File: config.mk
export PLATFORM = sky130hd
export DESIGN_NAME = gpio_bus_turnaround_ctrl
export DESIGN_NICKNAME = d
export VERILOG_FILES = /design/src/rtl/gpio_bus_turnaround_ctrl.sv
export SDC_FILE = /design/constraint.sdc
export NUM_CORES = 1
export LEC_CHECK = 0
export ABC_AREA = 1
export ABC_CLOCK_PERIOD_IN_PS = 1900
export CAP_MARGIN = 20
export CORE_UTILIZATION = 44
export DETAILED_ROUTE_END_ITERATION = 12
export PLACE_DENSITY = 0.76
export SLEW_MARGIN = 10
export SYNTH_ARGS = -nofsm -noshare
export SYNTH_HDL_FRONTEND = slang
export SYNTH_SLANG_ARGS = --single-unit
File: constraint.sdc
create_clock -name clk -period 1.9 [get_ports clk]
set_clock_uncertainty 0.2 [all_clocks]
set_input_delay 0.285 -clock clk [delete_from_list [all_inputs] [get_ports clk]]
set_output_delay 0.285 -clock clk [all_outputs]
set_load 0.02 [all_outputs]
File: src/rtl/gpio_bus_turnaround_ctrl.sv
// -----------------------------------------------------------------------------
// gpio_bus_turnaround_ctrl
//
// Sequences a shared half-duplex DDIO GPIO bus between one write requester
// and one read requester. Idle turnaround cycles (gpio_oe low) are inserted on
// every change of bus direction. Simultaneous requests are arbitrated
// round-robin. Read samples are tracked through an IN_LAT-deep strobe pipeline,
// so data returned from the GPIO input path comes back tagged valid.
//
// Ports
//   clk, rst_n                  clock, asynchronous active-low reset
//   wr_valid/wr_ready           write beat handshake (wr_ready = state is TX)
//   wr_data_hi/lo               rising/falling-edge data of a write beat
//   rd_req, rd_len              read request (level) and length (0 = 256)
//   rd_ack                      one-cycle pulse on read grant
//   rd_valid, rd_data_hi/lo     returned read beats
//   rd_done                     pulses together with the last rd_valid
//   gpio_oe, gpio_out_hi/lo     to the GPIO block oe / out_HI / out_LO
//   gpio_in_hi/lo               from the GPIO block in_HI / in_LO
//   busy                        FSM active or read pipeline not yet drained
//
// Timing: a read strobe is the clock edge that ends an RX cycle. The GPIO
// input path returns that sample IN_LAT edges later, at which edge it is
// registered into rd_data_* and rd_valid rises.
// -----------------------------------------------------------------------------
`timescale 1ns/1ps

module gpio_bus_turnaround_ctrl #(
  parameter int BUS_WIDTH = 8,
  parameter int TA_CYCLES = 2,
  parameter int IN_LAT    = 3,
  parameter int MAX_BURST = 16
) (
  input  logic                 clk,
  input  logic                 rst_n,
  input  logic                 wr_valid,
  output logic                 wr_ready,
  input  logic [BUS_WIDTH-1:0] wr_data_hi,
  input  logic [BUS_WIDTH-1:0] wr_data_lo,
  input  logic                 rd_req,
  input  logic [7:0]           rd_len,
  output logic                 rd_ack,
  output logic                 rd_valid,
  output logic [BUS_WIDTH-1:0] rd_data_hi,
  output logic [BUS_WIDTH-1:0] rd_data_lo,
  output logic                 rd_done,
  output logic                 gpio_oe,
  output logic [BUS_WIDTH-1:0] gpio_out_hi,
  output logic [BUS_WIDTH-1:0] gpio_out_lo,
  input  logic [BUS_WIDTH-1:0] gpio_in_hi,
  input  logic [BUS_WIDTH-1:0] gpio_in_lo,
  output logic                 busy
);

  typedef enum logic [1:0] {ST_IDLE, ST_TA, ST_TX, ST_RX} state_t;
  // Bus direction; also used as the grant type (TX = write, RX = read).
  typedef enum logic {DIR_RX = 1'b0, DIR_TX = 1'b1} dir_t;

  localparam logic [3:0] TA_LOAD   = 4'(TA_CYCLES);
  localparam logic [7:0] BURST_MAX = 8'(MAX_BURST);

  state_t      state;
  dir_t        dir;
  dir_t        last_grant;
  dir_t        grant_dir;   // direction granted in IDLE, applied after TA
  logic [3:0]  ta_cnt;
  logic [7:0]  beat_cnt;
  logic [8:0]  rd_cnt;      // strobes still to issue for the current read
  logic [IN_LAT-1:0] stb_pipe;
  logic [IN_LAT-1:0] last_pipe;

  dir_t        arb_grant;
  logic        req_any;
  logic [7:0]  beat_next;
  logic        tx_exit;
  logic        stb_in;
  logic        last_in;
  logic        busy_fsm;
  logic        busy_next;

  assign wr_ready = (state == ST_TX);

  // NOTE: every signal gets a default at the top of always_comb so that no
  // path leaves it unassigned, which would otherwise infer a latch.
  always_comb begin
    req_any   = wr_valid | rd_req;
    arb_grant = DIR_RX;
    if (wr_valid && rd_req) begin
      arb_grant = (last_grant == DIR_TX) ? DIR_RX : DIR_TX;
    end else if (wr_valid) begin
      arb_grant = DIR_TX;
    end

    // Saturates so a long burst with no competing read cannot wrap.
    beat_next = (beat_cnt == BURST_MAX) ? beat_cnt : beat_cnt + 8'd1;
    // Checked on the accepting edge so the burst ends on exactly MAX_BURST.
    tx_exit   = !wr_valid || ((beat_next == BURST_MAX) && rd_req);

    stb_in    = (state == ST_RX);
    last_in   = (rd_cnt == 9'd1);

    // busy is registered, so it is computed from where the FSM goes next.
    busy_fsm = 1'b1;
    unique case (state)
      ST_IDLE: busy_fsm = req_any;
      ST_TA:   busy_fsm = 1'b1;
      ST_TX:   busy_fsm = !tx_exit;
      ST_RX:   busy_fsm = !last_in;
      default: busy_fsm = 1'b1;
    endcase
    busy_next = busy_fsm | stb_in | (|stb_pipe);
  end

  // NOTE: sequential state uses non-blocking assignments only, so every
  // register samples pre-edge values regardless of statement order.
  always_ff @(posedge clk or negedge rst_n) begin
    if (!rst_n) begin
      state       <= ST_IDLE;
      dir         <= DIR_RX;
      last_grant  <= DIR_RX;
      grant_dir   <= DIR_RX;
      ta_cnt      <= '0;
      beat_cnt    <= '0;
      rd_cnt      <= '0;
      // NOTE: the strobe pipeline is reset too; a stale strobe surviving
      // reset would emit a spurious rd_valid.
      stb_pipe    <= '0;
      last_pipe   <= '0;
      rd_ack      <= 1'b0;
      rd_valid    <= 1'b0;
      rd_done     <= 1'b0;
      rd_data_hi  <= '0;
      rd_data_lo  <= '0;
      gpio_oe     <= 1'b0;
      gpio_out_hi <= '0;
      gpio_out_lo <= '0;
      busy        <= 1'b0;
    end else begin
      rd_ack <= 1'b0;
      busy   <= busy_next;

      // Read return path runs independently of the FSM so it can drain
      // while a following turnaround or write is already in progress.
      stb_pipe[0]  <= stb_in;
      last_pipe[0] <= stb_in & last_in;
      for (int i = 1; i < IN_LAT; i++) begin
        stb_pipe[i]  <= stb_pipe[i-1];
        last_pipe[i] <= last_pipe[i-1];
      end
      rd_valid <= stb_pipe[IN_LAT-1];
      rd_done  <= stb_pipe[IN_LAT-1] & last_pipe[IN_LAT-1];
      if (stb_pipe[IN_LAT-1]) begin
        rd_data_hi <= gpio_in_hi;
        rd_data_lo <= gpio_in_lo;
      end

      unique case (state)
        ST_IDLE: begin
          if (req_any) begin
            grant_dir <= arb_grant;
            if (arb_grant == DIR_RX) begin
              rd_ack <= 1'b1;
              rd_cnt <= (rd_len == 8'd0) ? 9'd256 : {1'b0, rd_len};
            end
            if (arb_grant != dir) begin
              state   <= ST_TA;
              ta_cnt  <= TA_LOAD;
              gpio_oe <= 1'b0;
            end else begin
              state <= (arb_grant == DIR_TX) ? ST_TX : ST_RX;
            end
          end
        end

        ST_TA: begin
          // Leaving on a count of 1 gives exactly TA_CYCLES cycles in TA.
          if (ta_cnt <= 4'd1) begin
            ta_cnt <= '0;
            dir    <= grant_dir;
            state  <= (grant_dir == DIR_TX) ? ST_TX : ST_RX;
          end else begin
            ta_cnt <= ta_cnt - 4'd1;
          end
        end

        ST_TX: begin
          if (wr_valid) begin
            gpio_out_hi <= wr_data_hi;
            gpio_out_lo <= wr_data_lo;
            gpio_oe     <= 1'b1;
            beat_cnt    <= beat_next;
          end
          if (tx_exit) begin
            state      <= ST_IDLE;
            last_grant <= DIR_TX;
            beat_cnt   <= '0;
          end
        end

        ST_RX: begin
          rd_cnt <= rd_cnt - 9'd1;
          if (last_in) begin
            state      <= ST_IDLE;
            last_grant <= DIR_RX;
          end
        end

        default: state <= ST_IDLE;
      endcase
    end
  end

endmodule

==> flow_metrics.py, run 1 <==
# Auto-generated metrics
metrics = {
    "pwr": {
        "power.internal_uw": 4360,
        "p_seq_share_pct": 34.7,
        "vdd_ir_drop_max_uv": 734,
        "switchingPower_uw": 2930,
    },
    "timing": {
        "slew_headroom_pct": 53.3,
        "post-route-period-util_pct": 104,
        "finalCriticalPeriod_ps": 1970,
        "tightest_slew_ps": 701,
        "setup_ws_ps": -71.5,
        "fmax_mhz": 507,
        "rsz0062_at_grt": "true",
        "setup_violations": 9,
        "whs_ps": 154,
    },
    "setup_path": {
        "r2r_setup_slack_ps": -70,
        "critPathKind": "reg2reg",
        "r2r_end": "state[1]",
        "slowest_delay_ps": 410,
        "startpoint_type": "flop",
        "cp.required_ps": 1900,
        "crit_path_end_kind": "flop",
        "reg2reg_depth": 12,
        "cp_data_arrival_time_ps": 1970,
    },
    "synthesis": {
        "simple_gate_area_share_pct": 21.8,
        "synth_top_area_share_pct": 54.3,
        "adder_share_pct": 2.76,
        "area_leaders": "dfrtp_1, nand2_1, mux2_2",
        "ys_warn_count": 0,
        "ys_types": 36,
        "topCombFamilyByArea": "simple AND/OR/NAND/NOR gates",
        "fp_nets": 394,
        "top_cell": "nand2_1",
        "synthXorXnorAreaFrac_pct": 2.76,
        "ys_ff": 69,
        "yosys_area_um2": 3180,
        "enable_flop_cells": 0,
        "mux_share_pct": 5.67,
        "async_flop_share_pct": 100,
        "aoi_share_pct": 7.64,
    },
    "finish": {
        "clk_share_pct": 3.80,
        "layout-drive-gt1-share_pct": 22.7,
        "nonClkBufAreaFrac_pct": 23.2,
        "regMostFlops": "rd_cnt",
        "diodes": 0,
        "area.growth.synth_to_final_pct": 44.1,
        "multi_input_comb_cells": 234,
        "largest_reg_flops": 9,
        "flops": 69,
        "seq_area_share_pct": 37.7,
        "nClkBuffers": 9,
        "finalNetCount": 505,
    },
    "global_route": {
        "antenna_found_initial": 0,
        "first_global_vias": 2696,
        "grt_pass1_wl_mm": 11.7,
        "grt.overflow.total": 0,
    },
    "detailed_routing": {
        "drc_errors": 0,
        "wl_per_cell_um": 12.6,
        "drt-met1-wl_mm": 3.10,
        "routed_wl_mm": 7.02,
        "first_pass_iters": 4,
        "wl_met2_mm": 3.34,
        "dr.max_layer_used": "met4",
        "vias": 2715,
        "drt_iter0_markers": 113,
        "wl_met3_um": 457,
    },
    "run_status": {
        "violations": "setup timing",
        "status": "finished with violations",
    },
    "clocking": {
        "htreeDepth": 3,
        "clock_sinks": 69,
        "clockRootBuffer": "clkbuf_8",
        "cts.clk_slew.worst_paths_ps": 80,
        "cts_buffers": 9,
        "cts_setup_buffers": 2,
        "cts_resized": 13,
        "cts_hold_buf": 1,
        "cts_tree": "done",
        "clk_path_buf_depth": 2,
    },
    "placed_design": {
        "numPortBuffers": 81,
        "hpwl_mm": 5.13,
        "place_congestion": 0.868,
        "placedCellCount": 533,
    },
    "die": {
        "die-area_um2": 7570,
        "die_h_um": 87.0,
        "die_w_um": 87.0,
        "tap_cells": 96,
        "io-pin-count": 82,
        "coreArea_um2": 6870,
    },
    "hold_path": {
        "hold_path_class": "reg2reg",
        "hold_end": "last_pipe[1]",
        "worstHoldStart": "last_pipe[0]",
    },
    "job": {
        "drv_cap": 0,
    },
}
[run 1: power by group through the flow]
| stage | Combinational, uW | Sequential [uW] | Clock, uW |
|---|---|---|---|
| floorplan | 1660 | 2900 | 0 |
| global placement | 3400 | 2520 | 0 |
| detailed placement | 3490 | 2560 | 0 |
| CTS | 3580 | 2530 | 1080 |
| global route | 4100 | 2620 | 1150 |
| finish | 3720 | 2530 | 1040 |
[run 1: worst max path at each step]
stage / cells past startpoint / end / slack (ps) / start
after floorplan: 13 / busy / 100 / beat_cnt[0]
after global placement: 11 / ta_cnt[1] / -200 / wr_valid
after detailed placement: 10 / ta_cnt[2] / -250 / rd_req
after CTS: 12 / beat_cnt[2] / 10 / beat_cnt[0]
after global routing: 12 / state[1] / -190 / beat_cnt[1]
final: 12 / state[1] / -70 / beat_cnt[1]
[run 1: through the flow]
stage	total power (uW)	setup slack, ps	setup TNS (ps)	cell area (um2)	util, %
finish	7290	-71.5	-350	4580	66.7
global route	7860	-194	-3080	4580	66.7
CTS	7190	11.0	0	4500	65.6
detailed placement	6050	-254	-1800	4260	62.1
global placement	5920	-204	-1310	4260	62.1
floorplan	4560	101	0	3180	-
[run 1: logic make-up (layout without fill, tap and decap cells)]
family	count (synthesis)	after routing
simple gates	161	161
xor+xnor	10	10
flops	69	69
fa+ha+maj	7	7
mux	16	16
buf+inv	40	156
compound gates	40	40
[run 1: routing by layer]
metal  vias to the layer above  track usage, %
li1                       1337               -
met1                      1269            25.7
met2                        98            32.6
met3                        11            3.70
met4                         0            10.2
met5                         -               0
[run 1: worst max-delay path: cells and delay by family, from the launching register on]
family                     cells  cell delay, ps
DFF                            1             410
adders and majority gates      1             140
and+or+nand+nor                8             810
AOI/OAI and AO/OA              1              80
buffers and inverters          2             200
Figure 1. Where the registers sit (run 1).
Bar = 20 um. Other sequential cells in the stronger gray, the rest of the logic in the fainter gray.
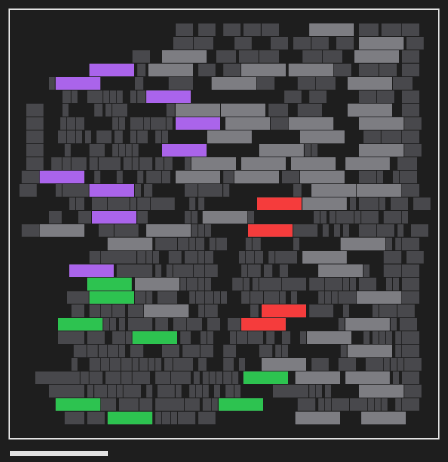
color	signal	sequential cells
purple	`rd_cnt`	9
red	`ta_cnt`	4
green	`beat_cnt`	8
Storage cell area: 1730 um2
Final Core Density: 66.7%

Figure 2. Track usage over the die (run 1).
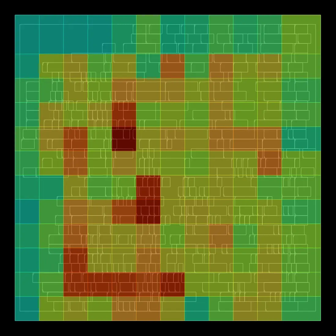
met1 Use GR: 25.7%
layer with the highest usage: met2
Global Route Usage Sum: 20.1%
Global Route met2 Usage: 32.6%
met3 Usage GRT: 3.70%

Figure 3. Gate-type map (run 1).
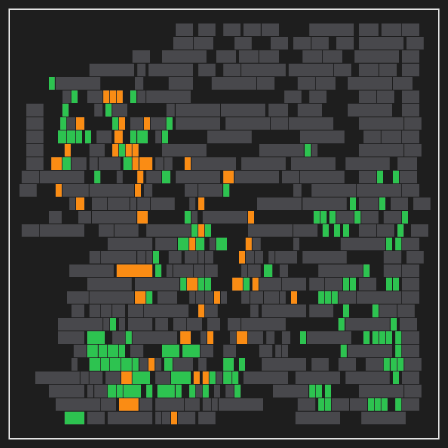
color	family	cells	most used
orange	NOR gates	44	nor2_1
green	NAND gates	116	nand2_1
Non-Filler Instances: 555
logic share of the area: 30.2%
Top cell excl fill/tap: nand2_1

Figure 4. Cells colored by class (run 1).
Bar = 20 um.
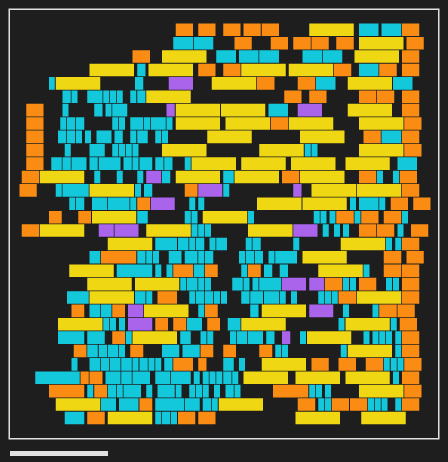
color	class	cells	share of their area
purple	clock drivers and dummy loads	16	3.9%
orange	other buffers and delay cells	109	24%
cyan	all other logic	265	34%
yellow	flip-flops	69	39%
# rows: 30
post-route cell area: 4580 um2

==> run 1 -> run 2 <==
GPL_ROUTABILITY_DRIVEN = 0   (was not set)
Figure 5. Gate-type map (run 2).
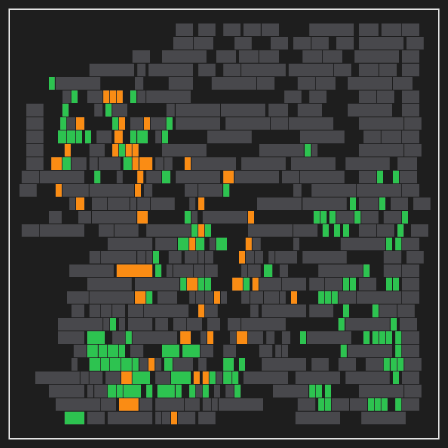
color	family	cells	most used
green	NAND gates	116	nand2_1
orange	NOR gates	44	nor2_1

==> run 2 against run 1 <==
Hold slack unchanged. Largest cell class unchanged. Synthesized area unchanged. Utilization unchanged. Cell count unchanged. Clock power about the same. The flow still finishes with violations (setup timing). Synthesized cell count unchanged. Via count unchanged. Sequential power about the same.
==> flow_metrics.py, run 2 <==
# Auto-generated metrics
metrics = {
    "run_status": {
        "status": "finished with violations",
        "violations": "setup timing",
    },
    "global_route": {
        "antenna_found_initial": 0,
        "grt_use_total_pct": 20.1,
        "first_global_vias": 2696,
        "grt_max_degree": 28,
        "grt.overflow.total": 0,
        "grt_pass1_wl_mm": 11.7,
    },
    "finish": {
        "fill_cells": 542,
        "layout-drive-gt1-share_pct": 22.7,
        "area.growth.synth_to_final_pct": 44.1,
        "final_cells": 555,
        "diodes": 0,
        "largest_reg_flops": 9,
        "regArea_um2": 1730,
        "lay_top_count": "nand2_1",
        "fin_area_um2": 4580,
        "finalNetCount": 505,
        "layout_top_cells": "nand2_1, clkdlybuf4s50_1, dfrtp_1, nor2_1, buf_4",
        "comb_area_um2": 1380,
        "regMostFlops": "rd_cnt",
    },
    "die": {
        "io-pin-count": 82,
        "die_w_um": 87.0,
        "std_cell_rows": 30,
        "fp_util_pct": 46.3,
        "coreArea_um2": 6870,
        "die-area_um2": 7570,
        "die_h_um": 87.0,
    },
    "setup_path": {
        "cp_max_fo": 3,
        "crit_path_top_delay_cell": "dfrtp_1",
        "critPathKind": "reg2reg",
        "cp_data_arrival_time_ps": 1970,
        "startpoint": "beat_cnt[1]",
        "crit_path_end_kind": "flop",
        "crit_top_cell": "nand2_2",
        "path_cells": "inv_2, ha_4, nand2_4, nor2_4, nand2_2, nand2_2, nand2_2, nor2_2, nand3_2, nand2_4, buf_6, o211ai_1",
        "reg2reg_from": "beat_cnt[1]",
        "slowest_delay_ps": 410,
        "cp.required_ps": 1900,
        "startpoint_type": "flop",
    },
    "clocking": {
        "clockRootBuffer": "clkbuf_8",
        "clock_sinks": 69,
        "cts_setup_buffers": 2,
        "cts_hold_buf": 1,
        "insertion_delay_ps": 340,
        "cts_resized": 13,
        "cts.clk_slew.worst_paths_ps": 80,
        "cts_tree": "done",
        "cts_buffers": 9,
        "clk_path_buf_depth": 2,
        "htreeDepth": 3,
    },
    "pwr": {
        "p_per_area_nw_per_um2": 1590,
        "p_leak_uw": 0.00213,
        "fin_total_pwr_uw": 7290,
        "vdd_ir_drop_max_uv": 734,
    },
    "detailed_routing": {
        "viasPerCell": 4.89,
        "wl_per_cell_um": 12.6,
        "drt_iter0_markers": 113,
        "drc_errors": 0,
        "first_pass_iters": 4,
        "ant_nets": 0,
        "vias": 2715,
        "routed_wl_mm": 7.02,
    },
    "synthesis": {
        "ys_warn_count": 0,
        "synthCells": 343,
        "ys_ff": 69,
        "async_flop_share_pct": 100,
        "syn_area_um2": 3180,
        "top_area_cell": "dfrtp_1",
        "yosys_area_um2": 3180,
        "fp_nets": 394,
        "synth.top_cells.by_count": "nand2_1, dfrtp_1, nor2_1, inv_1, nand3_1",
        "syn_avg_cell_area_um2": 9.27,
        "yosys_cells": 343,
        "area_leaders": "dfrtp_1, nand2_1, mux2_2",
        "synthFlopType": "dfrtp_1",
        "top_cell": "nand2_1",
        "yosysSeqAreaShare_pct": 54.3,
        "synth_top_area_share_pct": 54.3,
        "ys_types": 36,
        "enable_flop_cells": 0,
    },
    "placed_design": {
        "placedCellCount": 533,
        "dpl-instance-area_um2": 4260,
        "numPortBuffers": 81,
        "hpwl_mm": 5.13,
    },
    "timing": {
        "setup_violations": 9,
        "slew_headroom_pct": 53.3,
        "finalHoldViolations": 0,
        "tightest_slew_ps": 701,
        "rsz0062_at_grt": "true",
        "finalMaxSlewViolations": 0,
        "tns_ps": -350,
        "finalCriticalPeriod_ps": 1970,
        "post-route-period-util_pct": 104,
        "setup_ws_ps": -71.5,
        "fmax_mhz": 507,
    },
    "job": {
        "warnings": 30,
        "drv_cap": 0,
    },
    "hold_path": {
        "hold_path_class": "reg2reg",
        "worstHoldStart": "last_pipe[0]",
    },
}
Figure 6. Cells colored by class (run 2).
Bar = 20 um.
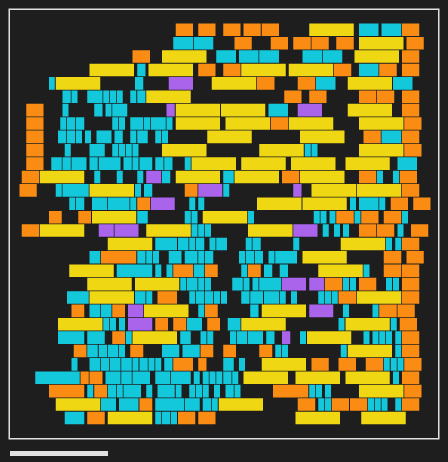
color	class	cells	share of their area
cyan	all other logic	265	34%
orange	other buffers and delay cells	109	24%
purple	clock drivers and dummy loads	16	3.9%
yellow	flip-flops	69	39%

-- run 2: cell type report --
cell class,instances,share of cell area [%]
Sequential cell,69,37.7
Clock inverter,7,1.09
Timing Repair Buffer,109,23.2
Tap cell,96,2.62
Clock buffer,9,2.70
Inverter,31,2.54
Multi-Input combinational cell,234,30.2
-- run 2: kinds of logic (layout without fill, tap and decap cells) --
logic type	after synthesis	count (layout)	synth area share [%]
compound gates	40	40	7.64
xor+xnor	10	10	2.76
fa+ha+maj	7	7	2.76
buf+inv	40	156	5.04
flops	69	69	54.3
mux	16	16	5.67
simple gates	161	161	21.8
-- run 2: path summary, 6_finish.rpt --
kind	endpoint	slack, ps	cells after the start
max in group asynchronous	gpio_out_hi[0]	680	3
worst max register to register	state[1]	-70	12
worst min-delay path	last_pipe[1]	150	0
min in group asynchronous	beat_cnt[0]	280	2
worst min register to register	last_pipe[1]	150	0
worst max-delay path	state[1]	-70	12
-- run 2: power by group --
part           switching [uW]  internal [uW]
logic                    1920           1800
registers                 447           2080
clock network             560            480
total                    2930           4360
-- run 2: routing by layer --
layer  vias up  routed length, um  GRT usage, %
met4         0                123          10.2
met2        98               3340          32.6
met3        11                457          3.70
met5         -                  0             0
li1       1337                  -             -
met1      1269               3100          25.7
-- run 2: metrics by stage --
stage	setup slack (ps)	hold WS, ps	utilization (%)
after detailed placement	-254	112	62.1
after floorplan	101	-211	-
after CTS	11.0	154	65.6
final	-71.5	154	66.7
after global routing	-194	166	66.7
after global placement	-204	109	62.1
-- run 2: worst max-delay path: cells and delay by family (launching register included) --
family,cells,cell delay (ps)
and+or+nand+nor,8,810
DFF,1,410
buffers and inverters,2,200
adders and majority gates,1,140
AOI/OAI and AO/OA,1,80
No activity file was given, so power comes from the tool's default toggle rates.
